===== src/rtl/fifo_ptr_pkg.sv =====
// rtl/fifo_ptr_pkg.sv - Gray/binary pointer helpers and constants shared by the FIFO pointer handlers
package fifo_ptr_pkg;

  localparam int GRAY_MAXW       = 32;
  localparam int OUT_STAGE_DEPTH = 2;

  typedef logic [1:0] held_t;

  // Pointers of any width up to GRAY_MAXW are zero-extended on the way in and
  // size-cast back by the caller; zero-extension leaves both codes unchanged.
  function automatic logic [GRAY_MAXW-1:0] bin2gray(input logic [GRAY_MAXW-1:0] b);
    return b ^ (b >> 1);
  endfunction

  function automatic logic [GRAY_MAXW-1:0] gray2bin(input logic [GRAY_MAXW-1:0] g);
    logic [GRAY_MAXW-1:0] b;
    b[GRAY_MAXW-1] = g[GRAY_MAXW-1];
    for (int i = GRAY_MAXW - 2; i >= 0; i--) begin
      b[i] = b[i+1] ^ g[i];
    end
    return b;
  endfunction

endpackage


===== src/rtl/rptr_fwft_stage.sv =====
// rtl/rptr_fwft_stage.sv - 2-entry first-word-fall-through output stage with skid slot
module rptr_fwft_stage
  import fifo_ptr_pkg::*;
#(
  parameter int DSIZE = 8
) (
  input  logic             clk,
  input  logic             in_reset,
  input  logic             capture,
  input  logic [DSIZE-1:0] cap_data,
  input  logic             in_rd_ready,
  output logic [DSIZE-1:0] out_data,
  output logic             out_valid,
  output held_t            held,
  output held_t            held_next
);

  localparam logic [1:0] HELD_0 = 2'd0;
  localparam logic [1:0] HELD_1 = 2'd1;
  localparam logic [1:0] HELD_2 = 2'd2;

  held_t            held_q, held_d;
  logic [DSIZE-1:0] head_q, head_d;
  logic [DSIZE-1:0] skid_q, skid_d;
  logic             pop;

  assign pop = (held_q != HELD_0) & in_rd_ready;

  always_comb begin
    held_d = held_q;
    head_d = head_q;
    skid_d = skid_q;
    case (held_q)
      HELD_0: begin
        if (capture) begin
          head_d = cap_data;
          held_d = HELD_1;
        end
      end
      HELD_1: begin
        if (capture && pop) begin
          head_d = cap_data;
        end else if (capture) begin
          skid_d = cap_data;
          held_d = HELD_2;
        end else if (pop) begin
          held_d = HELD_0;
        end
      end
      HELD_2: begin
        // The skid word becomes the head; a same-cycle capture refills the skid slot.
        if (pop) begin
          head_d = skid_q;
          held_d = HELD_1;
          if (capture) begin
            skid_d = cap_data;
            held_d = HELD_2;
          end
        end
      end
      default: held_d = HELD_0;
    endcase
  end

  always_ff @(posedge clk) begin
    if (in_reset) begin
      held_q <= HELD_0;
      head_q <= '0;
      skid_q <= '0;
    end else begin
      held_q <= held_d;
      head_q <= head_d;
      skid_q <= skid_d;
    end
  end

  // The credit rule in the parent must never let a word arrive with both slots full.
  assert property (@(posedge clk) disable iff (in_reset) !(capture && !pop && held_q == HELD_2));

  assign out_data  = head_q;
  assign out_valid = (held_q != HELD_0);
  assign held      = held_q;
  assign held_next = held_d;

endmodule


===== src/rtl/rptr_fwft_handler.sv =====
// rtl/rptr_fwft_handler.sv - Read-domain pointer handler for the async FIFO with FWFT output and occupancy
module rptr_fwft_handler
  import fifo_ptr_pkg::*;
#(
  parameter int ASIZE     = 3,
  parameter int DSIZE     = 8,
  parameter int AE_THRESH = 2
) (
  input  logic             rdclk,
  input  logic             in_reset,
  input  logic [ASIZE:0]   sync_wptr_gray,
  input  logic [DSIZE-1:0] rd_data_RAM,
  input  logic             in_rd_ready,
  output logic [ASIZE-1:0] rptr_binary_addr,
  output logic             rd_en_RAM,
  output logic [ASIZE:0]   rptr_gray,
  output logic             out_empty,
  output logic [DSIZE-1:0] out_data,
  output logic             out_valid,
  output logic [ASIZE+1:0] out_rd_count,
  output logic             out_almost_empty
);

  localparam int PW = ASIZE + 1;
  localparam int CW = ASIZE + 2;

  logic [ASIZE:0] rptr_bin_q, rptr_bin_d;
  logic [ASIZE:0] rptr_gray_q, rptr_gray_d;
  logic           inflight_q, inflight_d;
  logic [CW-1:0]  count_q, count_d;
  logic           ae_q, ae_d;
  logic [ASIZE:0] wbin;
  logic [ASIZE:0] ptr_diff;
  logic [2:0]     committed;
  logic           pop;
  logic           rd_en;
  held_t          held, held_next;

  assign out_empty = (rptr_gray_q == sync_wptr_gray);
  assign pop       = out_valid & in_rd_ready;

  // Words already pulled from the RAM that will still be unconsumed after this cycle.
  assign committed = 3'(held) + 3'(inflight_q) - 3'(pop);
  assign rd_en     = !in_reset && !out_empty && (committed < 3'(OUT_STAGE_DEPTH));

  assign wbin = PW'(gray2bin(GRAY_MAXW'(sync_wptr_gray)));

  always_comb begin
    rptr_bin_d  = rptr_bin_q + PW'(rd_en);
    rptr_gray_d = PW'(bin2gray(GRAY_MAXW'(rptr_bin_d)));
    inflight_d  = rd_en;
    ptr_diff    = wbin - rptr_bin_d;
    count_d     = CW'(ptr_diff) + CW'(held_next) + CW'(inflight_d);
    ae_d        = (count_d <= CW'(AE_THRESH));
  end

  always_ff @(posedge rdclk) begin
    if (in_reset) begin
      rptr_bin_q  <= '0;
      rptr_gray_q <= '0;
      inflight_q  <= 1'b0;
      count_q     <= '0;
      ae_q        <= 1'b1;
    end else begin
      rptr_bin_q  <= rptr_bin_d;
      rptr_gray_q <= rptr_gray_d;
      inflight_q  <= inflight_d;
      count_q     <= count_d;
      ae_q        <= ae_d;
    end
  end

  rptr_fwft_stage #(
    .DSIZE(DSIZE)
  ) u_stage (
    .clk        (rdclk),
    .in_reset   (in_reset),
    .capture    (inflight_q),
    .cap_data   (rd_data_RAM),
    .in_rd_ready(in_rd_ready),
    .out_data   (out_data),
    .out_valid  (out_valid),
    .held       (held),
    .held_next  (held_next)
  );

  assign rptr_binary_addr = rptr_bin_q[ASIZE-1:0];
  assign rd_en_RAM        = rd_en;
  assign rptr_gray        = rptr_gray_q;
  assign out_rd_count     = count_q;
  assign out_almost_empty = ae_q;

endmodule


===== config.mk =====
export PLATFORM = sky130hd
export DESIGN_NAME = rptr_fwft_handler
export DESIGN_NICKNAME = d
export VERILOG_FILES = /design/src/rtl/fifo_ptr_pkg.sv /design/src/rtl/rptr_fwft_stage.sv /design/src/rtl/rptr_fwft_handler.sv
export SDC_FILE = /design/constraint.sdc
export NUM_CORES = 1
export LEC_CHECK = 0
export ABC_CLOCK_PERIOD_IN_PS = 5800
export CAP_MARGIN = 20
export CELL_PAD_IN_SITES_DETAIL_PLACEMENT = 1
export CELL_PAD_IN_SITES_GLOBAL_PLACEMENT = 2
export CORE_UTILIZATION = 30
export DETAILED_ROUTE_END_ITERATION = 7
export PLACE_DENSITY = 0.9
export SLEW_MARGIN = 0
export SYNTH_ARGS = -nofsm -noshare
export SYNTH_HDL_FRONTEND = slang
export SYNTH_SLANG_ARGS = --single-unit
export TNS_END_PERCENT = 100

===== constraint.sdc =====
create_clock -name rdclk -period 5.8 [get_ports rdclk]
set_clock_uncertainty 0.15 [all_clocks]
set_input_delay 1.16 -clock rdclk [delete_from_list [all_inputs] [get_ports rdclk]]
set_output_delay 1.16 -clock rdclk [all_outputs]
set_load 0.02 [all_outputs]

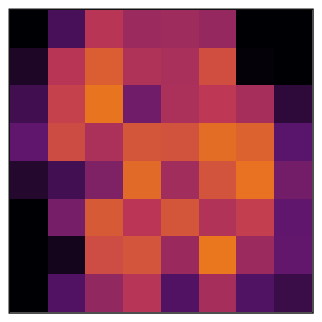
**Above:** run 1 (local utilization).
(4 px per um) The die is cut into 8 by 8 equal tiles; black is low, pale yellow is high, 0 to 100% covered.
densest ninth of the die = middle
mean over tiles = 37%
nearly empty tiles = 13%
fullest tile = 68%

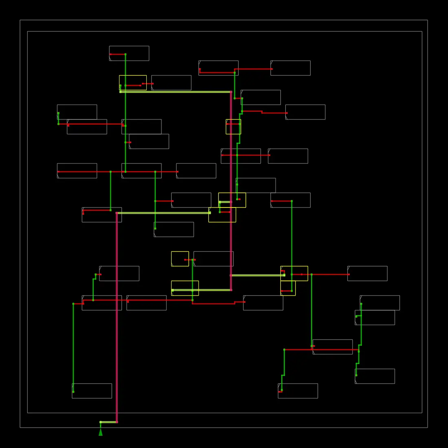
**Above:** run 1 (the clock network).
Latency at later pin: 0.29 ns
clock buf count: 5
P_clk: 173 uW
TritonCTS Sinks: 32
cts bufs inserted: 5

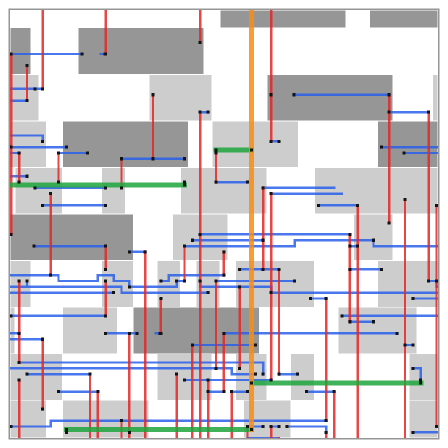
**Above:** run 1 (layout detail).
Window x 25 to 50, y 25 to 50 um. Cells in grey, sequential cells in the stronger grey; small squares are vias.
orange -> M4
green -> M3
red -> M2
blue -> M1
sequential cells in the window = 5
cells with their middle in the window = 30
most frequent = dfxtp_1 (5)
netlist names of flops here include = rptr_gray (2)

[run 1: area by class of cell]
type / count / area (sq um) / area share, %
multi-input cells: 121 / 917 / 42.1
flip-flops and latches: 32 / 641 / 29.4
repair buffers: 42 / 410 / 18.8
well taps: 70 / 87.6 / 4.02
clock buffers: 5 / 68.8 / 3.16
inverters: 8 / 30.0 / 1.38
clock inverters: 3 / 23.8 / 1.09
[run 1: worst max-delay path, cell delays in order]
cell             delay [ns]
clkdlybuf4s50_1        0.58
nand2_1                0.08
ha_1                   0.27
nand2b_1               0.15
fa_1                   0.38
xor2_1                 0.16
nor4b_1                0.36
ha_1                   0.28
ha_1                   0.30
fa_1                   0.63
inv_1                  0.06
ha_1                   0.27
a21oi_1                0.05
nor2_1                 0.16
xnor3_4                0.50
nor2_1                 0.11
[run 1: per-stage QoR]
stage	setup WS [ns]	cells	area, sq um	power [mW]	hold slack (ns)
2_1_floorplan	0.144	168	1620	0.601	0.313
5_1_grt	0.160	281	2180	1.01	0.371
3_3_place_gp	0.217	273	2090	0.749	0.324
3_5_place_dp	0.0491	273	2090	0.761	0.338
4_1_cts	0.332	281	2180	0.945	0.356
6_report	0.365	281	2180	0.926	0.351
[run 1: worst max-delay path by stage]
stage,startpoint,to,slack [ns],depth (start not counted)
final,in_rd_ready,out_rd_count[3],0.36,16
after global routing,in_rd_ready,out_rd_count[3],0.16,16
after CTS,in_rd_ready,out_rd_count[3],0.33,16
after detailed placement,in_rd_ready,out_rd_count[3],0.05,16
after global placement,in_rd_ready,out_rd_count[3],0.22,16
after floorplan,in_rd_ready,out_almost_empty,0.14,13
[run 1: where the power goes]
group	leakage [nW]	total, mW	internal, mW	switching, mW
sequential	0.263	0.300	0.269	0.0303
combinational	0.675	0.453	0.222	0.230
clock	0.0404	0.173	0.0848	0.0882
==> Slide: Implementation Results, run 1 <==
Flow Results at a Glance

Setup path
  • FF-to-FF End: out_rd_count[3]
  • Crit-path max FO: 6
  • WP data arrival: around 5.5 ns
  • Reg-to-reg startpoint: u_stage.held[1]
  • Worst setup EP type: flop
  • CP startpoint kind: input port
  • CP required: a little under 6 ns
  • Reg2Reg Depth: 16
  • Worst reg2reg setup slack: around 1.2 ns
  • Worst Path Class, Setup: input port to flop

CTS
  • H-tree levels: 2
  • CTS tree: built
  • Hold bufs inserted after CTS: 0
  • Setup bufs post-CTS: 0
  • Clock transition at path regs: around 0.070 ns
  • CTS root buffer: clkbuf_8
  • Resized cells post-CTS: 0
  • CTS max path bufs: 2

Logic synthesis
  • Mapped Cells: between 150 and 200
  • Aoi share: 10.0%
  • Simple Share, Synth: 15.6%
  • MUX area fraction: between 9 and 10%
  • YS chip area: around 1600 sq um
  • Ys flops: 32
  • Mean Syn Cell Area: between 9 and 10 sq um
  • # Cells Yosys: roughly 170
  • Post-synth EDFFs: 0
  • Synth unique cells: 35
  • XOR Share, Synth: ~11%
  • Post-synth top area cell: dfxtp_1
  • Largest logic family: simple AND/OR/NAND/NOR gates
  • Most frequent cells after synthesis: 33 x nor2_1, 32 x dfxtp_1, 16 x mux2i_1
  • Adder Area Share: approximately a tenth
  • Most common cell in the netlist: nor2_1
  • Mapped Nets: approximately 190
  • Async SR Flop Fraction: 0%
  • Top area cell types: dfxtp_1 39%, mux2i_1 9.9%, nor2_1 7.6%
  • Yosys top cell area share: 39.5%
  • Seq share, synth: just under 40%
  • Post-Synthesis Cell Area: ~1600 sq um
  • Main flop type: dfxtp_1
  • Yosys Warn Count: 0

Hold path
  • HP Start: u_stage.skid_q[2]
  • Hold path depth: 2
  • Hold Crit Endpoint: u_stage.skid_q[2]
  • Worst min-delay path class: flop to flop

Floorplan
  • Ports: 39
  • Core ar.: slightly above 5000 sq um
  • Floorplan core density: 31.4%
  • Die H: between 70 and 80 um
  • Row cnt: 26
  • DIE AREA: 5710 sq um
  • Die width: approximately 76 um

Global route
  • GRT overflow: 0
  • GRT Util Overall: approximately 14%
  • Met1 GRT Util: between 10% and 20%
  • M2 GR Usage: about a quarter
  • First-pass GRT wire length: around 5900 um
  • Most Used Layer, Global Route: met2
  • Met3 usage: 3.57%
  • Vias in the first global route: between 1,000 and 1,500
  • Pin count of the biggest net entering global routing: 34
  • Initial antenna violation count: 0

Final timing
  • Fin crit share: between 90% and 100%
  • Max Slew Vio Count: 0
  • Post-route minimum period: 5.44 ns
  • Final Hold Fails: 0
  • Tightest Pin Transition: 0.643 ns
  • RSZ-0062 raised after global routing: no
  • Slew margin rel.: about 57%
  • Post-route setup TNS: 0 ns
  • FMAX: ~180 MHz
  • Endpoints failing setup: 0

Detailed routing
  • Drt pass-1 iters: 4
  • Met1 Routed Length: between 1500 and 2000 um
  • Highest routed metal layer: met4
  • Detail Route Antenna Nets: 0
  • # DRC: 0
  • WL final: between 3000 and 4000 um
  • Via density: between 4 and 5
  • Via Count: about 1,300
  • 1st-iter DRT viols: 34
  • Met3 WL: around 110 um
  • DR WL met2: between 1500 and 2000 um
  • Routed wire length per instance: approximately 13 um

Layout
  • Layout cells sized above 1: under 10%
  • Antenna diode instance count: 0
  • Util after Layout: between 40% and 50%
  • Final net count: ~240
  • Top Layout Cells: 38 x clkdlybuf4s50_1, 33 x nor2_1, 32 x dfxtp_1
  • Layout area overhead: 34.2%
  • Fill count: approximately 600
  • Most numerous logic cell after layout: clkdlybuf4s50_1

Outcome
  • Status: completed

Place
  • Dpl hpwl: about 2800 um
  • RePlAce Congestion: ~0.74
  • Port bufs: 38

Pwr
  • P_leak: between 0.9 and 1 nW
  • Max IR drop VDD: 0.000129 V
  • P per Cell Area: 425 nW/um^2

Job
  • Max_cap viols: 0
  • Tool warnings: 26
## Run 2: what changed since run 1
- CAP_MARGIN: 20 -> default
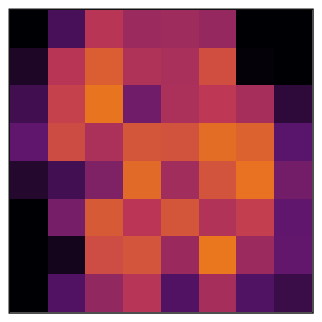
**Above:** run 2 (local utilization).
(4 px per um) The die is cut into 8 by 8 equal tiles; black is low, pale yellow is high, 0 to 100% covered.
Core ar.: 5170 sq um
Util after Layout: 42.1%

==> Slide: Implementation Results, run 2 <==
Flow Results at a Glance

Logic synthesis
  • Largest logic family: simple AND/OR/NAND/NOR gates (unchanged)
  • Simple Share, Synth: 15.6% (unchanged)
  • Seq share, synth: 39.5% (unchanged)
  • # Cells Yosys: 168 (unchanged)
  • YS chip area: 1620 sq um (unchanged)
  • Post-synth EDFFs: 0 (unchanged)
  • MUX area fraction: 9.87% (unchanged)
  • Aoi share: 10.0% (unchanged)
  • Mapped Nets: 194 (unchanged)
  • Async SR Flop Fraction: 0% (unchanged)
  • Post-Synthesis Cell Area: 1620 sq um (unchanged)
  • Yosys Warn Count: 0 (unchanged)
  • Main flop type: dfxtp_1 (unchanged)
  • Mean Syn Cell Area: 9.66 sq um (unchanged)
  • Ys flops: 32 (unchanged)
  • XOR Share, Synth: 10.7% (unchanged)
  • Mapped Cells: 168 (unchanged)
  • Most frequent cells after synthesis: 33 x nor2_1, 32 x dfxtp_1, 16 x mux2i_1 (unchanged)
  • Yosys top cell area share: 39.5% (unchanged)
  • Post-synth top area cell: dfxtp_1 (unchanged)
  • Most common cell in the netlist: nor2_1 (unchanged)
  • Adder Area Share: 10.3% (unchanged)
  • Synth unique cells: 35 (unchanged)
  • Top area cell types: dfxtp_1 39%, mux2i_1 9.9%, nor2_1 7.6% (unchanged)

Detailed routing
  • 1st-iter DRT viols: 34 (unchanged)
  • Via Count: 1,280 (unchanged)
  • Routed wire length per instance: 12.9 um (unchanged)
  • Detail Route Antenna Nets: 0 (unchanged)
  • WL final: 3630 um (unchanged)
  • # DRC: 0 (unchanged)
  • Drt pass-1 iters: 4 (unchanged)
  • Via density: 4.56 (unchanged)

Global route
  • Vias in the first global route: 1,224 (unchanged)
  • Pin count of the biggest net entering global routing: 34 (unchanged)
  • Initial antenna violation count: 0 (unchanged)
  • GRT Util Overall: 14.3% (unchanged)
  • First-pass GRT wire length: 5850 um (unchanged)
  • GRT overflow: 0 (unchanged)

CTS
  • Hold bufs inserted after CTS: 0 (unchanged)
  • Resized cells post-CTS: 0 (unchanged)
  • Clock transition at path regs: 0.07 ns (about the same)
  • Setup bufs post-CTS: 0 (unchanged)
  • Cts bufs inserted: 5 (unchanged)
  • Latency at later pin: 0.29 ns (about the same)
  • TritonCTS Sinks: 32 (unchanged)
  • CTS max path bufs: 2 (unchanged)
  • H-tree levels: 2 (unchanged)
  • CTS tree: built (unchanged)
  • CTS root buffer: clkbuf_8 (unchanged)

Final timing
  • Fin crit share: 93.7% (unchanged)
  • Final Hold Fails: 0 (unchanged)
  • Endpoints failing setup: 0 (unchanged)
  • Slew margin rel.: 57.1% (unchanged)
  • FMAX: 184 MHz (unchanged)
  • RSZ-0062 raised after global routing: no (unchanged)
  • Post-route setup slack: 0.365 ns (unchanged)
  • Tightest Pin Transition: 0.643 ns (unchanged)
  • Post-route setup TNS: 0 ns (unchanged)
  • Max Slew Vio Count: 0 (unchanged)
  • Post-route minimum period: 5.44 ns (unchanged)
  • Final hold slack: 0.351 ns (unchanged)

Setup path
  • Worst path cell trace: clkdlybuf4s50_1, nand2_1, ha_1, nand2b_1, fa_1, xor2_1, nor4b_1, ha_1, ha_1, fa_1, inv_1, ha_1, a21oi_1, nor2_1, xnor3_4, nor2_1 (unchanged)
  • CP max stage cell: fa_1 (unchanged)
  • Crit-path max FO: 6 (unchanged)
  • CP required: 5.87 ns (about the same)
  • Most Frequent Cell on Critical Path: ha_1 (unchanged)
  • CP startpoint kind: input port (unchanged)
  • Worst setup EP type: flop (unchanged)
  • CP peak stage delay: 0.63 ns (about the same)
  • Worst Path Class, Setup: input port to flop (unchanged)
  • WP data arrival: 5.50 ns (about the same)

Pwr
  • P_clk: 173 uW (about the same)
  • Top Consumer: combinational cells (unchanged)
  • Sw frac: 37.7% (unchanged)
  • P_leak: 0.979 nW (unchanged)
  • Total power: 926 uW (unchanged)
  • Max IR drop VDD: 0.000129 V (unchanged)
  • Seq pwr: 300 uW (about the same)
  • Clock Power Share: 18.7% (about the same)
  • Combinational share of power: 48.9% (about the same)
  • P_int: 577 uW (unchanged)
  • Comb. pwr: 453 uW (about the same)
  • P per Cell Area: 425 nW/um^2 (unchanged)
  • Sequential share of power: 32.4% (about the same)
  • Net switching power: 349 uW (unchanged)

Outcome
  • Status: completed (unchanged)

Layout
  • Final net count: 236 (unchanged)
  • Final instance area: 2180 sq um (unchanged)
  • Antenna diode instance count: 0 (unchanged)
  • Fin cells: 281 (unchanged)
  • Top Layout Cells: 38 x clkdlybuf4s50_1, 33 x nor2_1, 32 x dfxtp_1 (unchanged)
  • Most numerous logic cell after layout: clkdlybuf4s50_1 (unchanged)
  • Layout area overhead: 34.2% (unchanged)
  • Fill count: 588 (unchanged)
  • Layout cells sized above 1: 8.53% (unchanged)

Floorplan
  • Die H: 75.6 um (unchanged)
  • DIE AREA: 5710 sq um (unchanged)
  • Row cnt: 26 (unchanged)
  • Die width: 75.6 um (unchanged)
  • Ports: 39 (unchanged)
  • Floorplan core density: 31.4% (unchanged)

Place
  • Placed cell count: 273 (unchanged)
  • Dpl hpwl: 2770 um (unchanged)
  • Post-DP Area: 2090 sq um (unchanged)
  • Dpl ws: 0.0491 ns (unchanged)
  • Port bufs: 38 (unchanged)
  • RePlAce Congestion: 0.744 (unchanged)

Job
  • Tool warnings: 26 (unchanged)
  • Max_cap viols: 0 (unchanged)

Hold path
  • Worst min-delay path class: flop to flop (unchanged)
## run 2: path summary, 6_finish.rpt
| check | start | endpoint | slack (ns) | cells past startpoint |
|---|---|---|---|---|
| max | in_rd_ready | out_rd_count[3] | 0.36 | 16 |
| min | u_stage.skid_q[2] | u_stage.skid_q[2] | 0.35 | 2 |
| max reg2reg | u_stage.held[1] | out_rd_count[3] | 1.15 | 16 |
| min reg2reg | u_stage.skid_q[2] | u_stage.skid_q[2] | 0.35 | 2 |
## run 2: layer usage
layer / track usage [%] / vias to the layer above / part of all wire (%)
met4: 6.79 / 0 / 2.1
met1: 17.3 / 608 / 44
met5: 0 / - / 0
met2: 23.9 / 18 / 51
li1: - / 648 / -
met3: 3.57 / 6 / 3.0
## run 2: critical path: cells and delay by family
kind / cells / cell delay [ns]
XOR/XNOR: 2 / 0.66
buffers and inverters: 2 / 0.64
adder cells (fa/ha/maj): 6 / 2.13
AND/OR/NAND/NOR: 5 / 0.86
AND-OR/OR-AND: 1 / 0.05
## run 2: logic make-up (layout without fill, tap and decap cells)
| group | after synthesis | after routing |
|---|---|---|
| simple gates | 54 | 54 |
| flops | 32 | 32 |
| compound gates | 23 | 23 |
| xor+xnor | 17 | 17 |
| mux | 16 | 16 |
| buf+inv | 15 | 58 |
| fa+ha+maj | 11 | 11 |
## run 2: final cells by class
class / instances / area [sq um] / area share [%]
multi-input combinational: 121 / 917 / 42.1
sequential: 32 / 641 / 29.4
timing repair buffer: 42 / 410 / 18.8
tap: 70 / 87.6 / 4.02
clock buffer: 5 / 68.8 / 3.16
inverter: 8 / 30.0 / 1.38
clock inverter: 3 / 23.8 / 1.09
## Run 3: what changed since run 2
- CORE_ASPECT_RATIO: default -> 1.75
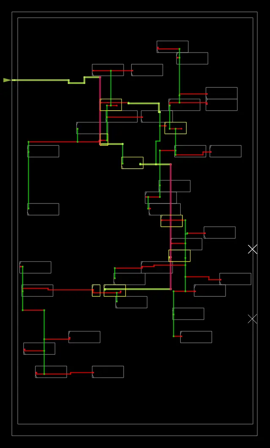
**Above:** run 3 (the clock network).
clock buf count: 6
flip-flops: 32
Latency at later pin: 0.28 ns
P_clk: 176 uW

==> Slide: Implementation Results, run 3 <==
Flow Results at a Glance

Hold path
  • Hold path depth: 2 (unchanged)
  • Worst min-delay path class: flop to flop (unchanged)
  • HP Start: u_stage.skid_q[7] (was u_stage.skid_q[2])
  • Hold Crit Endpoint: u_stage.skid_q[7] (was u_stage.skid_q[2])

Final timing
  • Final hold slack: 0.347 ns (was 0.351 ns)
  • FMAX: 186 MHz (was 184 MHz)
  • RSZ-0062 raised after global routing: no (unchanged)
  • Endpoints failing setup: 0 (unchanged)
  • Post-route setup slack: 0.432 ns (was 0.365 ns)
  • Max Slew Vio Count: 0 (unchanged)
  • Post-route minimum period: 5.37 ns (was 5.44 ns)
  • Final Hold Fails: 0 (unchanged)
  • Tightest Pin Transition: 0.651 ns (was 0.643 ns)
  • Post-route setup TNS: 0 ns (unchanged)
  • Slew margin rel.: 56.6% (was 57.1%)
  • Fin crit share: 92.5% (was 93.7%)

Detailed routing
  • 1st-iter DRT viols: 22 (was 34)
  • Routed wire length per instance: 13.2 um (was 12.9 um)
  • Detail Route Antenna Nets: 0 (unchanged)
  • Drt pass-1 iters: 5 (was 4)
  • Via density: 4.89 (was 4.56)
  • # DRC: 3 (was 0)
  • Via Count: 1,295 (was 1,280)
  • WL final: 3510 um (was 3630 um)

Logic synthesis
  • Seq share, synth: 39.5% (unchanged)
  • Most frequent cells after synthesis: 33 x nor2_1, 32 x dfxtp_1, 16 x mux2i_1 (unchanged)
  • Mean Syn Cell Area: 9.66 sq um (unchanged)
  • Adder Area Share: 10.3% (unchanged)
  • # Cells Yosys: 168 (unchanged)
  • Mapped Nets: 194 (unchanged)
  • Main flop type: dfxtp_1 (unchanged)
  • Aoi share: 10.0% (unchanged)
  • Yosys top cell area share: 39.5% (unchanged)
  • YS chip area: 1620 sq um (unchanged)
  • MUX area fraction: 9.87% (unchanged)
  • Synth unique cells: 35 (unchanged)
  • Mapped Cells: 168 (unchanged)
  • Simple Share, Synth: 15.6% (unchanged)
  • Post-synth top area cell: dfxtp_1 (unchanged)
  • Yosys Warn Count: 0 (unchanged)
  • XOR Share, Synth: 10.7% (unchanged)
  • Top area cell types: dfxtp_1 39%, mux2i_1 9.9%, nor2_1 7.6% (unchanged)
  • Post-Synthesis Cell Area: 1620 sq um (unchanged)
  • Ys flops: 32 (unchanged)
  • Async SR Flop Fraction: 0% (unchanged)
  • Largest logic family: simple AND/OR/NAND/NOR gates (unchanged)
  • Post-synth EDFFs: 0 (unchanged)
  • Most common cell in the netlist: nor2_1 (unchanged)

Place
  • Dpl ws: 0.0825 ns (was 0.0491 ns)
  • Port bufs: 38 (unchanged)
  • Placed cell count: 257 (was 273)
  • Post-DP Area: 2060 sq um (was 2090 sq um)
  • RePlAce Congestion: 0.770 (was 0.744)
  • Dpl hpwl: 2710 um (was 2770 um)

Layout
  • Layout cells sized above 1: 8.10% (was 8.53%)
  • Top Layout Cells: 38 x clkdlybuf4s50_1, 33 x nor2_1, 32 x dfxtp_1 (unchanged)
  • Fin cells: 265 (was 281)
  • Final net count: 235 (was 236)
  • Comb. cell area: 917 sq um (unchanged)
  • Flop area: 641 sq um (unchanged)
  • Layout area overhead: 32.6% (was 34.2%)
  • Most numerous logic cell after layout: clkdlybuf4s50_1 (unchanged)
  • Fill count: 614 (was 588)
  • Util after Layout: 41.0% (was 42.1%)
  • Final instance area: 2150 sq um (was 2180 sq um)
  • Antenna diode instance count: 0 (unchanged)

Setup path
  • WP data arrival: 5.43 ns (was 5.50 ns)
  • CP required: 5.87 ns (about the same)
  • FF-to-FF End: out_rd_count[3] (unchanged)
  • Reg2Reg Depth: 16 (unchanged)
  • Crit-path max FO: 6 (unchanged)
  • Reg-to-reg startpoint: u_stage.held[1] (unchanged)
  • Worst reg2reg setup slack: 1.18 ns (was 1.15 ns)
  • CP startpoint kind: input port (unchanged)
  • Worst setup EP type: flop (unchanged)
  • Worst Path Class, Setup: input port to flop (unchanged)

CTS
  • CTS max path bufs: 2 (unchanged)
  • TritonCTS Sinks: 32 (unchanged)
  • CTS tree: built (unchanged)
  • H-tree levels: 2 (unchanged)
  • Clock transition at path regs: 0.06 ns (was 0.07 ns)
  • Setup bufs post-CTS: 0 (unchanged)
  • Resized cells post-CTS: 0 (unchanged)
  • CTS root buffer: clkbuf_8 (unchanged)
  • Hold bufs inserted after CTS: 0 (unchanged)
  • Cts bufs inserted: 5 (unchanged)

Floorplan
  • Die H: 99.3 um (was 75.6 um)
  • DIE AREA: 5720 sq um (was 5710 sq um)
  • Floorplan core density: 30.9% (was 31.4%)
  • Core ar.: 5260 sq um (was 5170 sq um)
  • Ports: 39 (unchanged)
  • Row cnt: 35 (was 26)
  • Die width: 57.6 um (was 75.6 um)

Global route
  • Vias in the first global route: 1,443 (was 1,224)
  • GRT Util Overall: 14.0% (was 14.3%)
  • Initial antenna violation count: 0 (unchanged)
  • GRT overflow: 0 (unchanged)
  • First-pass GRT wire length: 6200 um (was 5850 um)
  • Met3 usage: 3.25% (was 3.57%)
  • M2 GR Usage: 27.9% (was 23.9%)
  • Met1 GRT Util: 12.7% (was 17.3%)
  • Most Used Layer, Global Route: met2 (unchanged)
  • Pin count of the biggest net entering global routing: 34 (unchanged)

Pwr
  • P_leak: 0.984 nW (was 0.979 nW)
  • Max IR drop VDD: 0.000157 V (was 0.000129 V)
  • Total power: 920 uW (was 926 uW)
  • P per Cell Area: 427 nW/um^2 (was 425 nW/um^2)

Job
  • Max_cap viols: 0 (unchanged)
  • Tool warnings: 26 (unchanged)

Outcome
  • Status: complete, but fails checks (was completed)
  • Failing checks: design-rule violations
[run 3: cell counts after synthesis]
No cell type changed its count.
[run 3: cell type report]
| cell class | count | share of cell area [%] |
|---|---|---|
| Clock buffer | 6 | 3.84 |
| Clock inverter | 2 | 0.465 |
| Inverter | 8 | 1.40 |
| Multi-Input combinational cell | 121 | 42.6 |
| Sequential cell | 32 | 29.8 |
| Tap cell | 55 | 3.20 |
| Timing Repair Buffer | 41 | 18.7 |
[run 3: metal layers]
layer | vias up | wire, um
met2 | 28 | 2010
li1 | 645 | -
met4 | 0 | 63
met3 | 7 | 127
met5 | - | 0
met1 | 615 | 1310
[run 3: worst max-delay path, stage by stage]
cell	delay (ns)
clkdlybuf4s50_1	0.56
nand2_1	0.08
ha_1	0.27
nand2b_1	0.15
fa_1	0.38
xor2_1	0.17
nor4b_1	0.36
ha_1	0.27
ha_1	0.29
fa_1	0.60
inv_1	0.06
ha_1	0.26
a21oi_1	0.05
nor2_1	0.17
xnor3_4	0.50
nor2_1	0.09
[run 3: worst max-delay path by stage]
| stage | start | to | cells after the start |
|---|---|---|---|
| 5_1_grt | in_rd_ready | out_rd_count[3] | 16 |
| 6_report | in_rd_ready | out_rd_count[3] | 16 |
| 3_3_place_gp | in_rd_ready | out_almost_empty | 14 |
| 2_1_floorplan | in_rd_ready | out_almost_empty | 13 |
| 3_5_place_dp | in_rd_ready | out_rd_count[3] | 16 |
| 4_1_cts | in_rd_ready | out_rd_count[3] | 16 |
[run 3: where the power goes]
| group | internal, mW | switching, mW |
|---|---|---|
| sequential | 0.270 | 0.0296 |
| clock | 0.0946 | 0.0810 |
| combinational | 0.220 | 0.225 |
| total | 0.584 | 0.336 |

## Gallery

Placed cells, one colour a class.
(4 px per um) Fill, decap, tap and diode cells in grey.
(a)
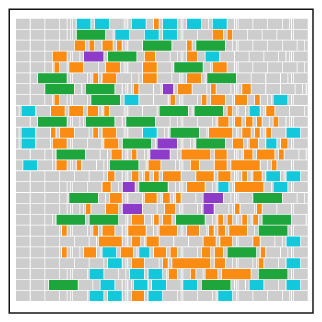
(b)
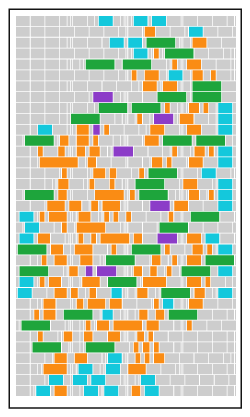
Run 3 is (b).
Run 1 is (a).

Key to (b):
green -> registers  # cells 32, share of their area 31%
purple -> clock drivers and dummy loads  # cells 8, share of their area 4.4%
cyan -> remaining buffers and delay cells  # cells 41, share of their area 19%
orange -> remaining logic cells  # cells 129, share of their area 45%

Power is estimated from default activity; no workload was simulated.
